<file path="config.mk">
export PLATFORM = sky130hd
export DESIGN_NAME = serial_adder
export DESIGN_NICKNAME = d
export VERILOG_FILES = /design/src/rtl/serial_adder_pkg.sv /design/src/rtl/f_adder.sv /design/src/rtl/serial_adder.sv
export SDC_FILE = /design/constraint.sdc
export NUM_CORES = 1
export LEC_CHECK = 0
export CORE_MARGIN = 3
export CORE_UTILIZATION = 49
export DETAILED_ROUTE_END_ITERATION = 10
export PLACE_DENSITY_LB_ADDON = 0.1
export REMOVE_ABC_BUFFERS = 1
export SLEW_MARGIN = 20
export SYNTH_ARGS = -nofsm -noshare
export SYNTH_HDL_FRONTEND = slang
export SYNTH_HIERARCHICAL = 1
export SYNTH_SLANG_ARGS = --single-unit
</file>
<file path="constraint.sdc">
create_clock -name clk -period 1.4 [get_ports clk]
set_input_delay 0.28 -clock clk [delete_from_list [all_inputs] [get_ports clk]]
set_output_delay 0.28 -clock clk [all_outputs]
set_load 0.02 [all_outputs]
</file>
<file path="src/rtl/serial_adder_pkg.sv">
// serial_adder_pkg
//   Shared definitions for the bit-serial adder: FSM state encodings and the
//   width of the completion pulse. Imported by serial_adder.
package serial_adder_pkg;

    typedef enum logic [1:0] {
        S_IDLE  = 2'd0,
        S_SHIFT = 2'd1,
        S_DONE  = 2'd2
    } state_t;

    // DONE is a single-state pulse; the FSM is built around this being 1.
    localparam int DONE_PULSE_CYCLES = 1;

endpackage

</file>
<file path="src/rtl/f_adder.sv">
// f_adder
//   1-bit combinational full adder.
// Ports
//   ain, bin  operand bits
//   cin       carry in
//   cout      carry out
//   sum       sum bit
module f_adder (
    input  logic ain,
    input  logic bin,
    input  logic cin,
    output logic cout,
    output logic sum
);

    assign sum  = ain ^ bin ^ cin;
    assign cout = (ain & bin) | (cin & (ain ^ bin));

endmodule

</file>
<file path="src/rtl/serial_adder.sv">
// serial_adder
//   Bit-serial WIDTH-bit adder. Operands and carry-in are latched on an
//   accepted start, then one bit pair per clock (LSB first) goes through a
//   single f_adder; the sum is shifted in from the MSB end so the LSB ends up
//   at bit 0 after WIDTH shifts. A one-cycle done pulse marks a valid result.
//   Optional signed-overflow output is enabled by defining SERIAL_ADD_OVF_EN.
// Ports
//   clk    clock, rising edge
//   rst    asynchronous reset, active-high
//   start  request, sampled only in IDLE
//   a, b   operands, sampled on the accepted start edge
//   cin    initial carry, sampled on the accepted start edge
//   busy   high while shifting
//   done   one-cycle result-valid pulse
//   sum    result, held until the next accepted start
//   cout   final carry out, held with sum
//   ovf    signed overflow (SERIAL_ADD_OVF_EN only), held with sum
//
// state   | meaning
// S_IDLE  | waiting for start; result registers hold last answer
// S_SHIFT | one bit pair added per clock, WIDTH clocks total
// S_DONE  | single-cycle done pulse, then back to idle
module serial_adder
    import serial_adder_pkg::*;
#(
    parameter int WIDTH = 8
) (
    input  logic             clk,
    input  logic             rst,
    input  logic             start,
    input  logic [WIDTH-1:0] a,
    input  logic [WIDTH-1:0] b,
    input  logic             cin,
    output logic             busy,
    output logic             done,
    output logic [WIDTH-1:0] sum,
    output logic             cout
`ifdef SERIAL_ADD_OVF_EN
    ,
    output logic             ovf
`endif
);

    localparam int CNT_W = $clog2(WIDTH);

    if (WIDTH < 2 || WIDTH > 32) begin : g_width_chk
        $error("serial_adder: WIDTH must be in 2..32");
    end
    if (DONE_PULSE_CYCLES != 1) begin : g_pulse_chk
        $error("serial_adder: DONE state produces a one-cycle pulse only");
    end

    state_t           state_q;
    state_t           state_d;
    logic [WIDTH-1:0] a_sh;
    logic [WIDTH-1:0] b_sh;
    logic             carry;
    logic [CNT_W-1:0] cnt;
    logic             fa_sum;
    logic             fa_cout;
    logic             last_bit;

    assign last_bit = (cnt == CNT_W'(WIDTH - 1));

    f_adder u_fa (
        .ain  (a_sh[0]),
        .bin  (b_sh[0]),
        .cin  (carry),
        .cout (fa_cout),
        .sum  (fa_sum)
    );

    always_ff @(posedge clk or posedge rst) begin
        if (rst) begin
            state_q <= S_IDLE;
        end else begin
            state_q <= state_d;
        end
    end

    always_comb begin
        state_d = state_q;
        busy    = 1'b0;
        done    = 1'b0;
        case (state_q)
            S_IDLE: begin
                if (start) state_d = S_SHIFT;
            end
            S_SHIFT: begin
                busy = 1'b1;
                if (last_bit) state_d = S_DONE;
            end
            S_DONE: begin
                done    = 1'b1;
                state_d = S_IDLE;
            end
            default: state_d = S_IDLE;
        endcase
    end

    always_ff @(posedge clk or posedge rst) begin
        if (rst) begin
            a_sh  <= '0;
            b_sh  <= '0;
            carry <= 1'b0;
            cnt   <= '0;
            sum   <= '0;
            cout  <= 1'b0;
`ifdef SERIAL_ADD_OVF_EN
            ovf   <= 1'b0;
`endif
        end else begin
            if (state_q == S_IDLE && start) begin
                a_sh  <= a;
                b_sh  <= b;
                carry <= cin;
                cnt   <= '0;
                sum   <= '0;
                cout  <= 1'b0;
`ifdef SERIAL_ADD_OVF_EN
                ovf   <= 1'b0;
`endif
            end else if (state_q == S_SHIFT) begin
                sum   <= {fa_sum, sum[WIDTH-1:1]};
                a_sh  <= a_sh >> 1;
                b_sh  <= b_sh >> 1;
                carry <= fa_cout;
                cnt   <= cnt + 1'b1;
                if (last_bit) begin
                    cout <= fa_cout;
`ifdef SERIAL_ADD_OVF_EN
                    // carry into the MSB differs from carry out of it
                    ovf  <= carry ^ fa_cout;
`endif
                end
            end
        end
    end

endmodule

</file>
Run 1, pin map:
Pins as bars across the die edge, other pins in grey.
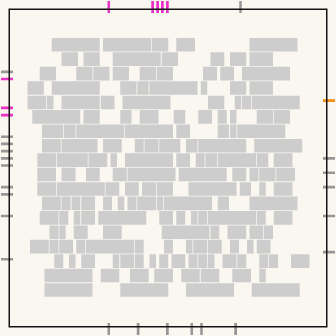
legend:
  orange:
    port: cout
    pins: 1
    direction: output
    edge: right
  magenta:
    port: sum
    pins: 8
    direction: output
    edge: 5 top, 3 left
all pins by edge: 13 left, 6 right, 6 bottom, 6 top

Run 1, gate families picked out:
The bar under the picture is 20 um long.
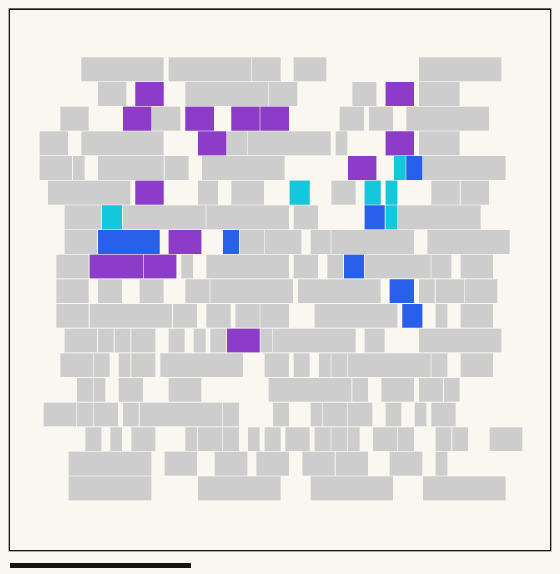
legend:
  cyan:
    family: NAND gates
    cells: 6
  purple:
    family: AND-OR and OR-AND gates
    cells: 14
  blue:
    family: inverting AOI/OAI gates
    cells: 7

Run 1, register map, names as in the netlist:
Other sequential cells in the stronger grey, the rest of the logic in the fainter grey.
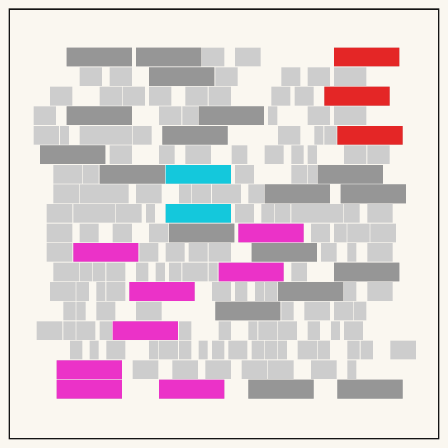
legend:
  cyan:
    signal: state_q
    sequential_cells: 2
  red:
    signal: cnt
    sequential_cells: 3
  magenta:
    signal: b_sh
    sequential_cells: 8
not coloured: 18

==> results_slide.txt, run 1 <==
Synthesis and Place & Route Summary

Timing
  – Max-Slew Margin vs Limit: 76.3%
  – Minimum clock period: 1360 ps
  – Final worst hold slack: 283 ps
  – Final clock skew: between 5 and 6 ps
  – Setup tns final: 0 ps
  – Total count of hold-check failures in the final report: 0

Worst setup path
  – Sort of element at the start of the critical path: flip-flop
  – Worst EP required: ~1100 ps
  – Critical Path Start: state_q[1]$_DFFE_PP0P_
  – Stage delay of the slowest cell on the critical path: 390 ps
  – Top fanout value on the critical path: 3

Clock network
  – CTS clk-pin slew, worst paths: 80 ps
  – Clock latency on the worst-skew pair: 320 ps

Synthesis
  – Area contributors post-synth: sky130_fd_sc_hd__dfrtp_1 55%, sky130_fd_sc_hd__nor3_1 10%, sky130_fd_sc_hd__nor3b_1 6.4%
  – Most used flip-flop cell after synthesis: sky130_fd_sc_hd__dfrtp_1
  – Mapped Cells: 133

Power
  – Standby leakage power: 0.000820 uW
  – Largest Pwr Group: combinational cells
  – Share of total power in sequential cells: 42.1%
  – Clock network power share: 12.5%

Die
  – Standard cell core area: 2610 sq um
  – Number of rows in the core area: 18
  – Die height: 59.6 um

Final layout
  – Largest cell class by area: sequential cells
  – Growth of design area from synthesis to finish: 32.2%

Status
  – Run status: completed
==> run 2: changes to the inputs <==
Settings changed: ABC_AREA set to 1, MAX_ROUTING_LAYER set to met4.
Run 2, clock nets:
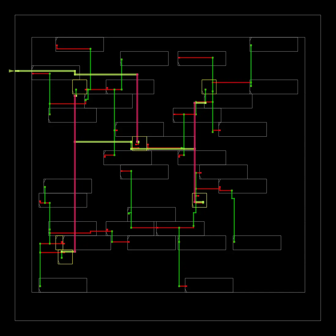
clock latency on the worst-skew pair: 320 ps
clk sink count: 31
number of clock buffers in the layout: 6
cts bufs inserted: 5
sequential cell count: 31

==> results_slide.txt, run 2 <==
Synthesis and Place & Route Summary

Flow run
  – Count of maximum capacitance violations: 0

Timing
  – Fin. max-slew vios: 0
  – Final worst hold slack: 304 ps (+21.1 ps)
  – Setup tns final: 0 ps (unchanged)
  – Total count of hold-check failures in the final report: 0 (unchanged)
  – Minimum clock period: 1310 ps (-42.2 ps)

GRT
  – Number of global-route vias before repair: 1097

Worst setup path
  – Stage delay of the slowest cell on the critical path: 390 ps (about the same)
  – Endpoint kind of the worst setup timing path: output port
  – Worst path cell trace: dlygate4sd2_1
  – Top fanout value on the critical path: 2 (-1)
  – Sort of element at the start of the critical path: flip-flop
  – Worst EP required: 1120 ps (about the same)
  – Buffers and inverters on the worst path: 1

Synthesis
  – Most used flip-flop cell after synthesis: sky130_fd_sc_hd__dfrtp_1
  – Mapped Cells: 151 (+14%)
  – Simple share: 26.6%
  – Area contributors post-synth: sky130_fd_sc_hd__dfrtp_1 57%, sky130_fd_sc_hd__nand2_1 17%, sky130_fd_sc_hd__nand3_1 5.5%

Final layout
  – Growth of design area from synthesis to finish: 29.2%
  – Largest cell class by area: sequential cells
  – Share of layout cells above drive strength 1: 11.1%

Power
  – Clock network power share: 13.3% (+0.8 points)
  – Share of total power in sequential cells: 43.0% (+0.9 points)
  – Standby leakage power: 0.000905 uW (+10%)
  – Largest Pwr Group: combinational cells
  – Internal power contribution: 2060 uW

Clock network
  – TritonCTS clock tree: done

Place
  – Worst slack at placement: -55.6 ps

Die
  – Die height: 58.7 um (-1.5%)
  – Number of rows in the core area: 18 (unchanged)
  – Standard cell core area: 2570 sq um (-1.7%)

Status
  – Run status: completed
Power figures rest on the tool's default switching activity, not on a simulated workload.
